`config.mk`:
```
export PLATFORM = sky130hd
export DESIGN_NAME = univ_shift_reg_param
export DESIGN_NICKNAME = d
export VERILOG_FILES = /design/src/rtl/usr_pkg.sv /design/src/rtl/usr_barrel.sv /design/src/rtl/univ_shift_reg_param.sv
export SDC_FILE = /design/constraint.sdc
export NUM_CORES = 1
export LEC_CHECK = 0
export CORE_ASPECT_RATIO = 0.5
export CORE_UTILIZATION = 53
export DETAILED_ROUTE_END_ITERATION = 8
export MAX_ROUTING_LAYER = met4
export PLACE_DENSITY = 0.91
export SYNTH_ARGS = -nofsm -noshare
export SYNTH_HDL_FRONTEND = slang
export SYNTH_HIERARCHICAL = 1
export SYNTH_SLANG_ARGS = --single-unit
```
`constraint.sdc`:
```
create_clock -name clk -period 2.85 [get_ports clk]
set_input_delay 0.285 -clock clk [delete_from_list [all_inputs] [get_ports clk]]
set_output_delay 0.285 -clock clk [all_outputs]
set_load 0.05 [all_outputs]
```
`src/rtl/usr_pkg.sv`:
```
// Package for the universal shift register: the eight mode-select codes
// applied on s.
package usr_pkg;

  localparam logic [2:0] USR_HOLD = 3'b000;  // keep q
  localparam logic [2:0] USR_SHR  = 3'b001;  // logical shift right, fill with sin
  localparam logic [2:0] USR_SHL  = 3'b010;  // logical shift left, fill with sin
  localparam logic [2:0] USR_LOAD = 3'b011;  // parallel load from din
  localparam logic [2:0] USR_ROR  = 3'b100;  // rotate right
  localparam logic [2:0] USR_ROL  = 3'b101;  // rotate left
  localparam logic [2:0] USR_ASR  = 3'b110;  // arithmetic shift right
  localparam logic [2:0] USR_SER  = 3'b111;  // serialiser start

endpackage : usr_pkg

```
`src/rtl/usr_barrel.sv`:
```
// Combinational WIDTH-bit barrel shifter built from log2(WIDTH) mux stages.
// Stage k moves the data by 2**k positions when amt[k] is set.
//   data   : input word
//   amt    : shift/rotate distance
//   dir    : 0 = right, 1 = left
//   rotate : 1 = bits shifted out re-enter at the other end
//   arith  : 1 = vacated bits take data[WIDTH-1] (fill is ignored)
//   fill   : bit replicated into vacated positions for logical shifts
//   result : shifted word
module usr_barrel #(
  parameter int WIDTH = 8,
  parameter int AW    = $clog2(WIDTH)
) (
  input  logic [WIDTH-1:0] data,
  input  logic [AW-1:0]    amt,
  input  logic             dir,
  input  logic             rotate,
  input  logic             arith,
  input  logic             fill,
  output logic [WIDTH-1:0] result
);

  logic [WIDTH-1:0] stage;
  logic [WIDTH-1:0] fill_vec;

  always_comb begin
    // NOTE: every variable gets a value before any branch, so no latch is inferred.
    stage    = data;
    // The sign bit is taken from the original word, so every stage fills alike.
    fill_vec = {WIDTH{arith ? data[WIDTH-1] : fill}};
    for (int k = 0; k < AW; k++) begin
      if (amt[k]) begin
        if (dir) begin
          stage = rotate ? ((stage << (1 << k)) | (stage    >> (WIDTH - (1 << k))))
                         : ((stage << (1 << k)) | (fill_vec >> (WIDTH - (1 << k))));
        end else begin
          stage = rotate ? ((stage >> (1 << k)) | (stage    << (WIDTH - (1 << k))))
                         : ((stage >> (1 << k)) | (fill_vec << (WIDTH - (1 << k))));
        end
      end
    end
    result = stage;
  end

endmodule : usr_barrel

```
`src/rtl/univ_shift_reg_param.sv`:
```
// Parametrised universal shift register with barrel shifts, rotates,
// arithmetic shift right and a self-timed LSB-first serialiser.
//   clk, rst       : rising-edge clock, synchronous active-low reset
//   en             : operation enable (0 = hold / pause the serialiser)
//   s, amt         : mode select and shift/rotate amount
//   din, sin       : parallel load data, serial fill bit
//   q              : register contents
//   sout_r, sout_l : q[0] and q[WIDTH-1]
//   busy, done     : serialiser active, final serial bit on sout_r
module univ_shift_reg_param
  import usr_pkg::*;
#(
  parameter int WIDTH = 8,
  parameter int AW    = $clog2(WIDTH)
) (
  input  logic             clk,
  input  logic             rst,
  input  logic             en,
  input  logic [2:0]       s,
  input  logic [AW-1:0]    amt,
  input  logic [WIDTH-1:0] din,
  input  logic             sin,
  output logic [WIDTH-1:0] q,
  output logic             sout_r,
  output logic             sout_l,
  output logic             busy,
  output logic             done
);

  localparam logic [AW-1:0] CNT_LAST = AW'(WIDTH - 1);

  logic [WIDTH-1:0] q_q, q_d;
  logic             busy_q, busy_d;
  logic [AW-1:0]    cnt_q, cnt_d;
  logic [WIDTH-1:0] bar_result;

  usr_barrel #(.WIDTH(WIDTH), .AW(AW)) u_barrel (
    .data   (q_q),
    .amt    (amt),
    .dir    ((s == USR_SHL) || (s == USR_ROL)),
    .rotate ((s == USR_ROR) || (s == USR_ROL)),
    .arith  (s == USR_ASR),
    .fill   (sin),
    .result (bar_result)
  );

  always_comb begin
    q_d    = q_q;
    busy_d = busy_q;
    cnt_d  = cnt_q;
    if (en) begin
      if (busy_q) begin
        if (cnt_q != '0) begin
          q_d   = {sin, q_q[WIDTH-1:1]};
          cnt_d = cnt_q - 1'b1;
        end else if (s == USR_SER) begin
          // Back-to-back start in the done cycle keeps the stream gapless.
          q_d   = din;
          cnt_d = CNT_LAST;
        end else begin
          busy_d = 1'b0;
        end
      end else begin
        case (s)
          USR_SHR, USR_SHL, USR_ROR, USR_ROL, USR_ASR: q_d = bar_result;
          USR_LOAD: q_d = din;
          USR_SER: begin
            q_d    = din;
            busy_d = 1'b1;
            cnt_d  = CNT_LAST;
          end
          default: q_d = q_q;
        endcase
      end
    end
  end

  always_ff @(posedge clk) begin
    // NOTE: state registers use non-blocking assignments so all update together at the edge.
    if (!rst) begin
      q_q    <= '0;
      busy_q <= 1'b0;
      cnt_q  <= '0;
    end else begin
      q_q    <= q_d;
      busy_q <= busy_d;
      cnt_q  <= cnt_d;
    end
  end

  assign q      = q_q;
  assign sout_r = q_q[0];
  assign sout_l = q_q[WIDTH-1];
  assign busy   = busy_q;
  assign done   = busy_q && (cnt_q == '0);

endmodule : univ_shift_reg_param

```
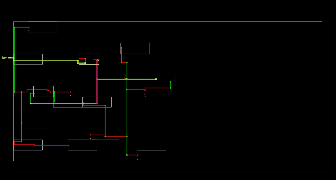
(run_1/clock_nets.png)
num sequential: 12
layout clock buffer count: 4

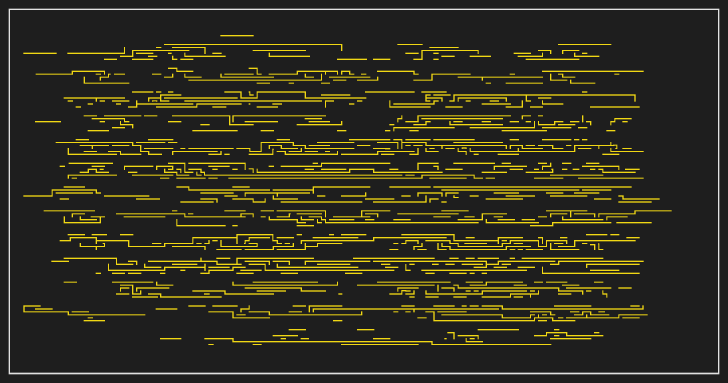
(run_1/m1.png)
nets with wire on the layer: 250
share of all routed wire: 41%
longest straight run: 22.8 um
main direction: horizontal
wire length on this layer: 2150 um
met1 routing resource usage after global routing: 0.447
total wirelength of the detailed-routed design: 5200 um
DR vias: 1951

==> impl_metrics.tcl, run 1 <==
# implementation run metrics
set metrics [dict create \
    top_layer "met4" \
    path_class "in -> reg" \
    openroad.warnings 27 \
    most_crowded_layer_gr "met2" \
    simple_gate_area_frac 0.271 \
    worstSetupEndpoint "q[1]" \
    count_of_library_flops_with_an_enable_pin 0 \
    chipArea_mm2 0.00336 \
    grt.overflow.total 0 \
    design.final.nets 280 \
    avgViaCountPerCell 6.59 \
    swShare 0.398 \
    fp_core_util 0.599 \
    yosysTopAreaCell "sky130_fd_sc_hd__dfxtp_1" \
    post_synth_main_logic_family "AND-OR/OR-AND gates" \
    n_fill_cell 203 \
    detail_route.drc_violations 0 \
    cts-hold-fix-buffers 0 \
    r2r-end "q[1]" \
    met2RoutedLength_um 2440 \
    die_height_um 41.5 \
    cts-htree-levels 1 \
    worstSetupStartpointType "input port" \
    max_cap_viols 0 \
    worstReg2RegStart "q[7]" \
    portBuffers 29 \
    xor_area_frac 0 \
    clk_pin_slew_ns 0.06 \
    top_level_ports 30 \
    status "finished, final reports clean" \
    drt_first_pass_iters 5 \
    timing.hold.worst.class "reg -> reg" \
    ant_nets 0 \
    asyncSetResetFlopFracSynth 0 \
    yosysMostFrequentCell "sky130_fd_sc_hd__nand2_1" \
    most_common_library_cells_after_synthesis "45 x sky130_fd_sc_hd__nand2_1, 17 x sky130_fd_sc_hd__mux2i_1, 14 x sky130_fd_sc_hd__nor2_1, 12 x sky130_fd_sc_hd__dfxtp_1, 11 x sky130_fd_sc_hd__a211oi_1" \
    routedWlPerCell_um 17.6 \
    worstSkewPairLatency_ns 0.25 \
    setup.reg_to_reg.worst_slack_ns 0.60 \
    ctsRootBufferMaster "sky130_fd_sc_hd__clkbuf_8" \
    grt_antenna_before_repair 0 \
    post_route_cells_drive_above_1_share 0.124 \
    synth_top_area_share 0.145 \
    grt_setup_unrepaired "false" \
    setup_tns_ns 0 \
    synth-main-ff-cell "sky130_fd_sc_hd__dfxtp_1" \
    cp_slowest_cell "sky130_fd_sc_hd__clkdlybuf4s50_1" \
    slew_headroom 0.653 \
    fa_ha_area_frac 0.0151 \
    p_sw_mw 0.301 \
    portion_of_total_power_attributed_to_sequential_cells 0.279 \
    m1WireLength_um 2150 \
    synth_stat.cells 227 \
    critPathMaxFanout 22 \
    post_synth.cell_area_avg_um2 7.29 \
    cp_slowest_stage_delay_ns 0.54 \
    mux_share 0.143 \
    critical_path_required_ns 3.03 \
    worst_hold_slack_ns 0.526 \
    power.internal_mw 0.455 \
    cts.repair.resized 0 \
    period_used_share 0.953 \
    vdd_ir_drop_max_v 0.000381 \
    cts_max_path_buffers 2 \
    post_syn_instances 227 \
    reg2regPathDepth 8 \
    report.final.slew_viol_count 0 \
    synth.lib_cells_used.distinct 51 \
]
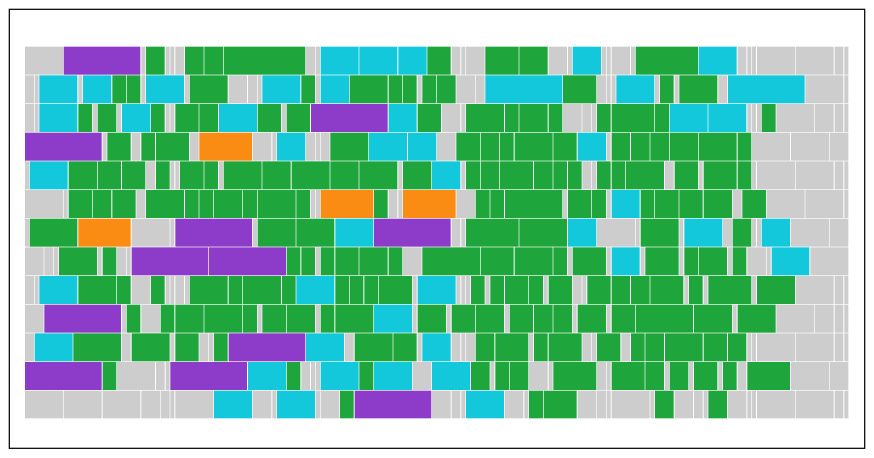
(run_1/class_map.png)
Fill, decap, tap and diode cells in gray.
[remaining buffers and delay cells] cyan | cells: 46
[remaining logic cells] green | cells: 197
[clock drivers and dummy loads] orange | cells: 4
[registers] purple | cells: 12
row cnt: 13
sequential fraction of total cell area: 0.116

[run 1: cells by family (layout without fill, tap and decap cells)]
family	after synthesis	after routing
buffers and inverters	26	58
DFF	12	12
muxes	22	22
and+or+nand+nor	96	96
adders and majority gates	2	2
AOI/OAI and AO/OA	69	69
[run 1: registers in the layout, summed over array words and instances (netlist names)]
signal  cells
busy        1
q           8
cnt_q       3
[run 1: through the flow]
stage          area [um^2]  power [mW]  worst slack [ns]  instances
2_1_floorplan         1660       0.442             0.628        227
3_3_place_gp          2020       0.546            0.0311        292
3_5_place_dp          2020       0.555           -0.0818        292
4_1_cts               2080       0.750             0.173        296
5_1_grt               2080       0.796            0.0374        296
6_report              2080       0.756             0.135        296
[run 1: worst min-delay path by stage]
stage | startpoint | to | slack, ns | cells past startpoint
floorplan | en | busy | 0.44 | 2
global placement | cnt_q[1] | cnt_q[1] | 0.48 | 1
detailed placement | cnt_q[0] | cnt_q[0] | 0.52 | 1
CTS | cnt_q[1] | cnt_q[1] | 0.53 | 1
global route | cnt_q[1] | cnt_q[1] | 0.55 | 1
finish | cnt_q[0] | cnt_q[0] | 0.53 | 1
[run 1: cells in the final DEF (no fill, tap or decap), types with 3 or more instances in the layout]
cell type and n:
sky130_fd_sc_hd__a21oi_1 8, sky130_fd_sc_hd__nor2_1 14, sky130_fd_sc_hd__nand2b_1 6, sky130_fd_sc_hd__clkdlybuf4s50_1 29, sky130_fd_sc_hd__nand3_1 6, sky130_fd_sc_hd__a211oi_1 11, sky130_fd_sc_hd__buf_4 15, sky130_fd_sc_hd__o21ai_0 4
sky130_fd_sc_hd__nand2_1 45, sky130_fd_sc_hd__nor2b_1 4, sky130_fd_sc_hd__o21ai_1 4, sky130_fd_sc_hd__a31oi_1 6, sky130_fd_sc_hd__o311ai_1 4, sky130_fd_sc_hd__mux2i_1 17, sky130_fd_sc_hd__and3_1 9, sky130_fd_sc_hd__o22ai_1 3
sky130_fd_sc_hd__clkbuf_8 4, sky130_fd_sc_hd__dfxtp_1 12, sky130_fd_sc_hd__a311o_1 8, sky130_fd_sc_hd__a211o_1 3, sky130_fd_sc_hd__nor3_1 5, sky130_fd_sc_hd__inv_1 7
[run 1: power groups by stage]
| stage | sequential [mW] | combinational, mW | clock [mW] |
|---|---|---|---|
| final | 0.211 | 0.350 | 0.195 |
| after global routing | 0.213 | 0.373 | 0.210 |
| after CTS | 0.209 | 0.344 | 0.197 |
| after detailed placement | 0.213 | 0.342 | 0 |
| after global placement | 0.213 | 0.332 | 0 |
| after floorplan | 0.237 | 0.205 | 0 |
[run 1: cell type report]
type                            count  area, um^2  share of cell area
Clock buffer                        4        55.1              0.0265
Inverter                            8        30.0              0.0145
Multi-Input combinational cell    189        1260               0.608
Sequential cell                    12         240               0.116
Tap cell                           37        46.3              0.0223
Timing Repair Buffer               46         443               0.213
[run 1: critical path, delay by kind of cell]
family	cells	cell delay (ns)
AOI/OAI and AO/OA	7	1.57
and+or+nand+nor	2	0.16
buffers and inverters	2	0.75
muxes	1	0.12
==> run_1/route_heat.png <==
Scale bar: 20 um. 16 x 8 tiles, from dark blue (low) to red (high), scaled to the fullest tile. Values are wire area over tile area, all layers added.
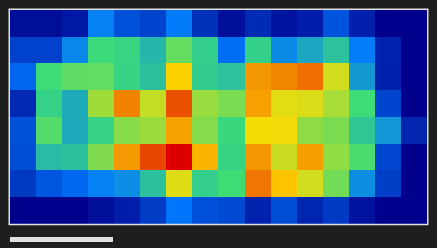

==> run 1 -> run 2 <==
- CORE_UTILIZATION: 53 -> 48
- PLACE_DENSITY: 0.91 -> 0.87
- SKIP_CTS_REPAIR_TIMING: default -> 1
- clock period: 2.85 -> 2.2 ns (I/O delays scaled with it)
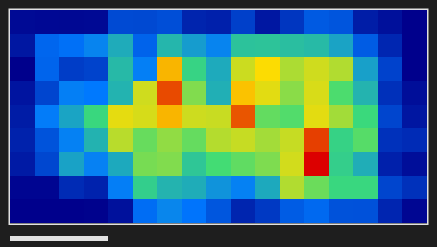
(run_2/route_heat.png)
Scale bar: 20 um. 17 x 9 tiles, from dark blue (low) to red (high), scaled to the fullest tile. Values are wire area over tile area, all layers added.
tiles over half the peak: 28%
densest ninth of the die: middle
fullest tile: 0.96
mean over tiles: 0.32
nearly empty tiles: 9.2%
overall track demand over capacity in global routing: 0.328
total wirelength of the detailed-routed design: 6660 um
routed len/inst: 20.3 um
DR vias: 2267

==> impl_metrics.tcl, run 2 <==
# implementation run metrics
set metrics [dict create \
    grt.overflow.total 0 \
    worstSetupStartpointType "input port" \
    cp_slowest_stage_delay_ns 0.30 \
    reg2regPathDepth 8 \
    critical_path_required_ns 2.31 \
    slew_headroom 0.580 \
    most_common_library_cells_after_synthesis "45 x sky130_fd_sc_hd__nand2_1, 17 x sky130_fd_sc_hd__mux2i_1, 14 x sky130_fd_sc_hd__nor2_1, 12 x sky130_fd_sc_hd__dfxtp_1, 11 x sky130_fd_sc_hd__a211oi_1" \
    critPathMaxFanout 5 \
    die_height_um 43.5 \
    path_class "in -> reg" \
    portBuffers 29 \
    post-place-cells 318 \
    vdd_ir_drop_max_v 0.000530 \
    worstReg2RegStart "q[0]" \
    hold_end "busy" \
    portion_of_total_power_attributed_to_sequential_cells 0.258 \
    openroad.warnings 27 \
    asyncSetResetFlopFracSynth 0 \
    post_route_cells_drive_above_1_share 0.298 \
    setup.worst_path.end_class "register" \
    cts_max_path_buffers 2 \
    synth-main-ff-cell "sky130_fd_sc_hd__dfxtp_1" \
    status "finished, final reports clean" \
    yosysMostFrequentCell "sky130_fd_sc_hd__nand2_1" \
    clk_pin_slew_ns 0.05 \
    cp_slowest_cell "sky130_fd_sc_hd__o21ai_4" \
    synth.lib_cells_used.distinct 51 \
    layout_top_cells_excl_fill_tap "43 x sky130_fd_sc_hd__nand2_1, 42 x sky130_fd_sc_hd__buf_4, 22 x sky130_fd_sc_hd__clkdlybuf4s50_1" \
    timing.hold.worst.class "in -> reg" \
    ctsRootBufferMaster "sky130_fd_sc_hd__clkbuf_8" \
    synth_stat.cells 227 \
    mostFrequentLayoutCell "sky130_fd_sc_hd__nand2_1" \
    report.final.slew_viol_count 0 \
    setup_tns_ns 0 \
    grt_antenna_before_repair 0 \
    post_syn_instances 227 \
    critical_path_arrival_ns 2.28 \
    cp.depth 12 \
    yosysTopAreaCell "sky130_fd_sc_hd__dfxtp_1" \
    chipArea_mm2 0.00370 \
    fin_cells 329 \
    fp_core_util 0.528 \
    ant_nets 0 \
    power.internal_mw 0.625 \
    worst_hold_slack_ns 0.425 \
    max_ffs_per_register 8 \
    post_synth.cell_area_avg_um2 7.29 \
    design.final.nets 311 \
    synth_top_area_share 0.145 \
    max_cap_viols 0 \
    crit_buf_inv 2 \
    drt_first_pass_iters 6 \
    top_level_ports 30 \
    holdPathStages 4 \
    swShare 0.412 \
    r2r-end "q[2]" \
    p_sw_mw 0.439 \
    num_rows 14 \
    timing.fmax_mhz 460 \
    avgViaCountPerCell 6.89 \
    count_of_library_flops_with_an_enable_pin 0 \
    worstSkewPairLatency_ns 0.24 \
    cts-htree-levels 1 \
    timing.critical_path.max_delay_family "AND-OR/OR-AND gates" \
    detail_route.drc_violations 0 \
    period_used_share 0.987 \
    final_area_mm2 0.00249 \
    placed_cell_area_mm2 0.00222 \
    setup.reg_to_reg.worst_slack_ns 0.04 \
    worstHoldStart "s[2]" \
]
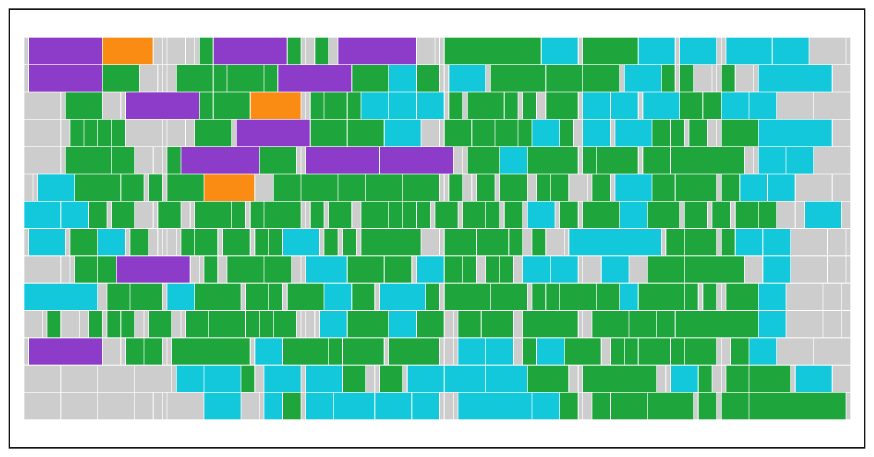
(run_2/class_map.png)
Fill, decap, tap and diode cells in gray.
[remaining buffers and delay cells] cyan | cells: 77
[clock-net drivers] orange | cells: 3
[remaining logic cells] green | cells: 197
[registers] purple | cells: 12
Layout Utilization: 0.794
placeable core region: 0.00314 mm^2

==> run 2: cell counts after synthesis <==
Identical to the previous run, type by type.
==> run 2: how the worst max path moves through the flow <==
stage	startpoint	end	slack, ns
after detailed placement	s[2]	q[3]	-0.74
after global routing	s[2]	q[3]	-0.03
after CTS	s[2]	q[3]	-0.50
after global placement	s[2]	q[3]	-0.61
after floorplan	q[7]	q[1]	0.01
final	s[2]	q[0]	0.03
==> run 2: per-layer routing <==
| metal | global-route usage | part of all wire |
|---|---|---|
| met1 | 0.406 | 0.38 |
| met2 | 0.539 | 0.44 |
| met4 | 0.115 | 0.059 |
| met3 | 0.0705 | 0.12 |
| met5 | - | 0 |
==> run 2: final cells by class <==
cell class / instances / area, um^2
multi-input cells: 189 / 1410
repair buffers: 77 / 721
fillers: 203 / 644
flip-flops and latches: 12 / 243
well taps: 40 / 50.0
clock buffers: 3 / 41.3
inverters: 8 / 30.0
==> run 2: cell families after synthesis <==
kind of cell / synth area share
AND/OR/NAND/NOR: 0.271
AND-OR/OR-AND: 0.334
buffers and inverters: 0.0922
flip-flops: 0.145
multiplexers: 0.143
adder cells (fa/ha/maj): 0.0151
==> run 2: worst register-to-register path, stage by stage (launching register included) <==
cell and delay (ns):
sky130_fd_sc_hd__dfxtp_1 0.53, sky130_fd_sc_hd__nand2b_1 0.21, sky130_fd_sc_hd__a211o_1 0.30, sky130_fd_sc_hd__nand3_1 0.12
sky130_fd_sc_hd__nand3b_1 0.10, sky130_fd_sc_hd__a31oi_2 0.26, sky130_fd_sc_hd__a211oi_1 0.11, sky130_fd_sc_hd__a311o_1 0.35
sky130_fd_sc_hd__mux2i_1 0.11
==> run 2: power by group through the flow <==
stage | Combinational (mW) | Clock, mW | Sequential [mW]
global route | 0.612 | 0.207 | 0.274
floorplan | 0.266 | 0 | 0.307
global placement | 0.487 | 0 | 0.272
detailed placement | 0.497 | 0 | 0.272
finish | 0.589 | 0.200 | 0.274
CTS | 0.501 | 0.199 | 0.268
==> run 2: through the flow <==
stage	power, mW	setup WS (ns)
finish	1.06	0.0277
global route	1.09	-0.0271
CTS	0.969	-0.497
detailed placement	0.769	-0.744
global placement	0.759	-0.610
floorplan	0.573	0.0138
No activity file was given, so power comes from the tool's default toggle rates.
